$ cat config.mk
export PLATFORM = sky130hd
export DESIGN_NAME = sssp_dist_update_ctrl
export DESIGN_NICKNAME = d
export VERILOG_FILES = /design/src/rtl/sssp_pkg.sv /design/src/rtl/sssp_fwd_reg.sv /design/src/rtl/sssp_dist_update_ctrl.sv
export SDC_FILE = /design/constraint.sdc
export NUM_CORES = 1
export LEC_CHECK = 0
export CORE_MARGIN = 2
export CORE_UTILIZATION = 47
export DETAILED_ROUTE_END_ITERATION = 10
export PLACE_DENSITY_LB_ADDON = 0.1
export SLEW_MARGIN = 5
export SYNTH_ARGS = -nofsm -noshare
export SYNTH_HDL_FRONTEND = slang
export SYNTH_SLANG_ARGS = --single-unit
export TNS_END_PERCENT = 1
$ cat constraint.sdc
create_clock -name clk -period 8 [get_ports clk]
set_input_delay 2 -clock clk [delete_from_list [all_inputs] [get_ports clk]]
set_output_delay 2 -clock clk [all_outputs]
set_load 0.05 [all_outputs]
$ cat src/rtl/sssp_pkg.sv
// sssp_pkg: shared constants and FSM encoding for the SSSP distance
// read-modify-write controller.
//   DIST_W    - distance width (matches distance BRAM data width)
//   VTX_W     - vertex index width (BRAM depth is 2**VTX_W)
//   IMP_CNT_W - width of the improvement counter
//   INF_DIST  - "unreached" sentinel; equals the BRAM power-up value
package sssp_pkg;

  localparam int DIST_W    = 32;
  localparam int VTX_W     = 10;
  localparam int IMP_CNT_W = 16;

  localparam logic [DIST_W-1:0] INF_DIST = 32'h0000_ffdd;

  typedef enum logic {
    ST_IDLE  = 1'b0,
    ST_CLEAR = 1'b1
  } state_t;

endpackage

$ cat src/rtl/sssp_fwd_reg.sv
// sssp_fwd_reg: single-entry address/data forward register with hit compare.
// Holds the write issued in the previous cycle so the next read of the same
// address (which collides with that write at the BRAM) sees the new value.
//   clk, rst     - clock, synchronous active-high reset
//   flush        - drop the held entry
//   load         - capture load_addr/load_data; entry valid next cycle only
//   lookup_addr  - address compared against the held entry
//   hit, data    - held entry matches lookup_addr / held data
module sssp_fwd_reg
  import sssp_pkg::*;
#(
  parameter int ADDR_W = VTX_W,
  parameter int DATA_W = DIST_W
) (
  input  logic              clk,
  input  logic              rst,
  input  logic              flush,
  input  logic              load,
  input  logic [ADDR_W-1:0] load_addr,
  input  logic [DATA_W-1:0] load_data,
  input  logic [ADDR_W-1:0] lookup_addr,
  output logic              hit,
  output logic [DATA_W-1:0] data
);

  logic              vld;
  logic [ADDR_W-1:0] addr_q;

  // Valid only for the cycle after a write; two-apart accesses read the BRAM.
  always_ff @(posedge clk) begin
    if (rst || flush) vld <= 1'b0;
    else              vld <= load;
  end

  always_ff @(posedge clk) begin
    if (load) begin
      addr_q <= load_addr;
      data   <= load_data;
    end
  end

  assign hit = vld && (addr_q == lookup_addr);

endmodule

$ cat src/rtl/sssp_dist_update_ctrl.sv
// sssp_dist_update_ctrl: read-modify-write controller for the per-vertex
// SSSP distance BRAM. Streams (vertex, candidate) updates at one per cycle,
// writes min(old, candidate), counts improvements, and sweeps the memory to
// INF_VAL on command.
//   clk, rst                  - clock, synchronous active-high reset
//   clear_start/busy/clear_done - clear sweep request / running / finished
//   upd_valid/upd_ready/upd_addr/upd_dist - update stream
//   bram_r_addr/bram_data_out - BRAM read port (1-cycle registered read)
//   bram_w_addr/bram_data_in/bram_we - BRAM write port
//   improve_cnt/improved      - saturating improvement count / count != 0
//
// state    | meaning
// ST_IDLE  | updates are processed
// ST_CLEAR | sweep writing INF_VAL to every address in progress
module sssp_dist_update_ctrl
  import sssp_pkg::*;
#(
  parameter int                DATA_W  = DIST_W,
  parameter int                ADDR_W  = VTX_W,
  parameter logic [DATA_W-1:0] INF_VAL = DATA_W'(INF_DIST),
  parameter int                CNT_W   = IMP_CNT_W
) (
  input  logic              clk,
  input  logic              rst,
  input  logic              clear_start,
  output logic              busy,
  output logic              clear_done,
  input  logic              upd_valid,
  output logic              upd_ready,
  input  logic [ADDR_W-1:0] upd_addr,
  input  logic [DATA_W-1:0] upd_dist,
  output logic [ADDR_W-1:0] bram_r_addr,
  input  logic [DATA_W-1:0] bram_data_out,
  output logic [ADDR_W-1:0] bram_w_addr,
  output logic [DATA_W-1:0] bram_data_in,
  output logic              bram_we,
  output logic [CNT_W-1:0]  improve_cnt,
  output logic              improved
);

  localparam int              DEPTH     = 2**ADDR_W;
  localparam logic [ADDR_W:0] LAST_ADDR = (ADDR_W+1)'(DEPTH-1);

  state_t            state, state_nxt;
  logic [ADDR_W:0]   clr_cnt;  // one extra bit: DEPTH-1 ends the sweep without wrapping
  logic              s1_valid;
  logic [ADDR_W-1:0] s1_addr;
  logic [DATA_W-1:0] s1_dist;
  logic              fwd_hit;
  logic [DATA_W-1:0] fwd_data;
  logic [DATA_W-1:0] old_dist;
  logic              s1_write;
  logic              clr_last;
  logic              hs;

  assign upd_ready   = (state == ST_IDLE) && !clear_start && !rst;
  assign hs          = upd_valid && upd_ready;
  assign bram_r_addr = upd_addr;
  assign busy        = (state == ST_CLEAR);
  assign improved    = |improve_cnt;

  // The forwarded value covers the read that collided with last cycle's write.
  assign old_dist = fwd_hit ? fwd_data : bram_data_out;
  assign s1_write = s1_valid && (s1_dist < old_dist);
  assign clr_last = (state == ST_CLEAR) && (clr_cnt == LAST_ADDR);

  always_comb begin
    state_nxt    = state;
    bram_we      = 1'b0;
    bram_w_addr  = s1_addr;
    bram_data_in = s1_dist;
    case (state)
      ST_IDLE: begin
        bram_we = s1_write;
        if (clear_start) state_nxt = ST_CLEAR;
      end
      ST_CLEAR: begin
        // Reset aborts the sweep before the current address is written.
        bram_we      = !rst;
        bram_w_addr  = clr_cnt[ADDR_W-1:0];
        bram_data_in = INF_VAL;
        if (clr_cnt == LAST_ADDR) state_nxt = ST_IDLE;
      end
      default: state_nxt = ST_IDLE;
    endcase
  end

  always_ff @(posedge clk) begin
    if (rst) begin
      state       <= ST_IDLE;
      clr_cnt     <= '0;
      s1_valid    <= 1'b0;
      clear_done  <= 1'b0;
      improve_cnt <= '0;
    end else begin
      state      <= state_nxt;
      s1_valid   <= hs;
      clear_done <= clr_last;
      if (state == ST_CLEAR) clr_cnt <= clr_cnt + 1'b1;
      else                   clr_cnt <= '0;
      if (clr_last)
        improve_cnt <= '0;
      else if (s1_write && !(&improve_cnt))
        improve_cnt <= improve_cnt + 1'b1;
    end
  end

  always_ff @(posedge clk) begin
    if (hs) begin
      s1_addr <= upd_addr;
      s1_dist <= upd_dist;
    end
  end

  sssp_fwd_reg #(
    .ADDR_W (ADDR_W),
    .DATA_W (DATA_W)
  ) u_fwd (
    .clk         (clk),
    .rst         (rst),
    .flush       (clr_last),
    .load        (s1_write),
    .load_addr   (s1_addr),
    .load_data   (s1_dist),
    .lookup_addr (s1_addr),
    .hit         (fwd_hit),
    .data        (fwd_data)
  );

endmodule

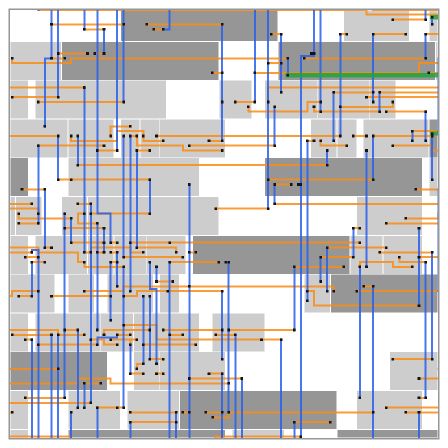
(layout detail)
Window x 70 to 100, y 13 to 43 um. Cells in grey, sequential cells in the stronger grey; small squares are vias.
| colour | layer |
|---|---|
| green | metal 3 |
| orange | metal 1 |
| blue | metal 2 |
cells with their middle in the window: 49
netlist names of flops here include: `u_fwd.data` (5), `s1_dist` (3)
most frequent: ha_1 (10), edfxtp_1 (8)
sequential cells in the window: 8

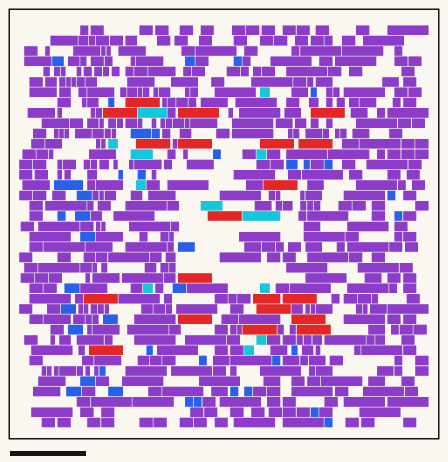
(cell sizes after repair)
Bar = 20 um.
| colour | size | cells | most used |
|---|---|---|---|
| blue | _2 cells | 40 | or2_2 |
| purple | _0 and _1 cells | 538 | clkdlybuf4s50_1 |
| cyan | _3 and _4 cells | 12 | clkinvlp_4 |
| red | _6 and larger | 20 | clkbuf_16 |
P&R area growth vs syn: 38.8%
Final Cell Area: 0.00772 sq mm
Setup WS post-layout: 722 ps
Signal buffers: 152

==> qor.yml <==
clock_tree:
  cts_root_buf: "clkbuf_16"
  cts-buffers-inserted: 17
  cts_tree: "yes"
  postCtsSetupBuffers: 0
  clkTransAtPathRegs_ps: 50
  clkLatencyLatePin_ps: 400
  cts_buffer_depth: 2
  htreeDepth: 4
  cts_hold_buf: 0
  cts_resized: 0
power:
  p_total_mw: 1.54
  clock_power_share: 0.457
  sequentialPowerShare: 0.429
  power_density_mw_per_mm2: 200
  intPower_mw: 1.17
  leakage_nw: 2.66
  combPwrFrac: 0.114
  switchingPower_mw: 0.370
  p_sw_frac: 0.240
  peakVddDrop_mv: 0.120
setup_path:
  reg2reg_depth: 13
  cp_slowest_cell: "clkdlybuf4s50_1"
  path_buffers: 2
  path_max_fanout: 8
  cp-end-kind: "primary output"
  rr_endpoint: "u_fwd.data[29]"
  startpoint: "bram_data_out[15]"
  cp_slowest_stage_delay_ps: 850
  critPathLaunchType: "input port"
  critical_path_depth: 11
  crit_required_ps: 6000
  reg2reg_from: "s1_addr[0]"
  worstPathCellList: "clkdlybuf4s50_1, mux2i_1, ha_1, a2111oi_0, o21ai_0, a21oi_1, o2bb2ai_1, a21o_2, or2_2, o21ai_0, clkdlybuf4s50_1"
  reg2reg_slack_ps: 3300
  path_delay_family: "buffers and inverters"
  worst-setup-path-type: "input port to primary output"
  cp.arrival_ps: 5280
placement:
  io_buffer_count: 150
  dp_slack_ps: 709
  gp_congestion: 0.742
  hpwl_um: 8710
cells_and_area:
  fillers: 851
  final_nets: 709
  final_layout_top_logic_cells: "clkdlybuf4s50_1, edfxtp_1, ha_1"
  diodes: 0
  drive_gt1_frac: 0.118
  lay_top_count: "clkdlybuf4s50_1"
status:
  status: "complete, no violations"
timing:
  hold_viol_final: 0
  rsz0062_at_grt: "false"
  slew_viol_final: 0
  maxClockFrequency_mhz: 137
  min_period_ps: 7280
  fin_crit_sh: 0.910
  relSlewSlack: 0.278
  worst_slew_pin_slew_ps: 1080
  setup_tns_ps: 0
  finalSetupViolations: 0
route:
  drt_first_iter_violations: 198
  vias: 3942
  drc_errors: 0
  wl_per_cell_um: 16.3
  finalWirelength_um: 12300
  ant_nets: 0
  via_per_inst: 5.24
  drtPass1Iterations: 7
global_routing:
  grt_pass1_wl_um: 20000
  grtUsageTotal: 0.198
  overflow: 0
  antenna_found_initial: 0
  grt_max_degree: 50
  grt_pass1_vias: 4098
logic_synthesis:
  flop_cell: "edfxtp_1"
  yosys_warnings: 0
  syn_nets: 559
  ys_cells: 447
  synth-area-yosys_sq_mm: 0.00556
  synth_cells: 447
  edf_count: 84
  ys_types: 45
  ys_ff: 115
  ys_seq_frac: 0.565
  syn_area_sq_mm: 0.00556
  synth_area_per_cell_sq_um: 12.4
  synth-async-reset-ratio: 0
die:
  num_io_pins: 151
  die_w_um: 113
  row_count: 39
  fp-utilization: 0.485
  fp.dieArea_sq_mm: 0.0127
  die_h_um: 113
  core_sq_mm: 0.0115
worst_hold_path:
  min_path_cells: 1
  hold_path_end: "clr_cnt[0]"
  hold_class: "register to register"
  hp-start: "clr_cnt[0]"
flow_run:
  warnings: 27
  maxCapViolations: 0
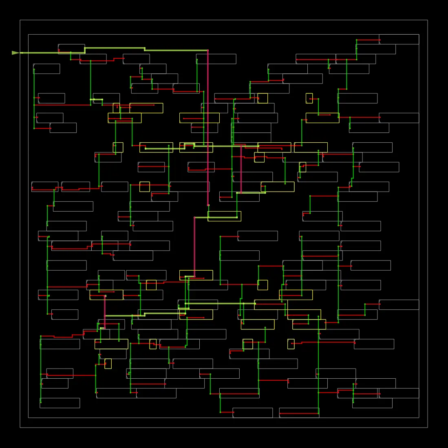
(clock routing)
CTS sink count: 115
Worst Skew: 7.61 ps

[power groups by stage]
stage	clock network, mW	logic, mW	registers, mW
after floorplan	0	0.104	0.668
after global placement	0	0.175	0.673
after detailed placement	0	0.177	0.673
after CTS	0.718	0.178	0.661
after global routing	0.746	0.188	0.663
final	0.704	0.176	0.661
[final cells by class]
type / instances / area (sq um) / area share
inverters: 12 / 45.0 / 0.00583
clock inverters: 14 / 113 / 0.0146
flip-flops and latches: 115 / 3140 / 0.407
well taps: 143 / 179 / 0.0232
clock buffers: 18 / 450 / 0.0583
repair buffers: 152 / 1530 / 0.198
multi-input cells: 299 / 2260 / 0.293
[cell families after synthesis]
kind of cell,count (synthesis),share of synthesized area
xor+xnor,25,0.0394
compound gates,49,0.0596
mux,43,0.0796
buf+inv,33,0.0297
simple gates,148,0.150
flops,115,0.565
fa+ha+maj,34,0.0765
[per-stage QoR]
step                      cell area [sq um]  utilization  hold slack (ps)  std cells
after floorplan                        5560            -              427        447
after global placement                 7160        0.624              450        721
after detailed placement               7160        0.624              460        721
after CTS                              7720        0.673              475        753
after global routing                   7720        0.673              490        753
final                                  7720        0.673              467        753
[cells in the mapped netlist, drive strengths merged, types with 12 or more instances]
library cell	number	area, sq um
nor2	30	115
dfxtp	31	621
nand4	13	87.6
nand2	20	75.1
buf	12	86.3
or2	15	93.8
nand3	13	65.1
edfxtp	84	2520
ha	34	425
inv	12	45.0
a21oi	20	111
mux2i	33	330
nor2b	19	119
xnor2	21	184
[sequential cells by signal (all words and copies together) (netlist names)]
| register | flops |
|---|---|
| s1_valid | 1 |
| s1_dist | 32 |
| improve_cnt | 16 |
| clr_cnt | 11 |
| clear_done | 1 |
| u_fwd.vld | 1 |
| s1_addr | 10 |
| u_fwd.addr_q | 10 |
| busy | 1 |
| u_fwd.data | 32 |
[worst max-delay path by stage]
| stage | slack, ps | to |
|---|---|---|
| floorplan | 1270 | bram_we |
| global placement | 670 | bram_we |
| detailed placement | 710 | bram_we |
| CTS | 700 | bram_we |
| global route | 450 | bram_we |
| finish | 720 | bram_we |
[routing by layer]
metal | part of all wire | global-route usage | vias up
met2 | 0.48 | 0.326 | 129
met4 | 0.011 | 0.0537 | 0
met5 | 0 | 0 | -
li1 | - | - | 1946
met3 | 0.069 | 0.0573 | 15
met1 | 0.44 | 0.259 | 1852
Power is estimated from default activity; no workload was simulated.
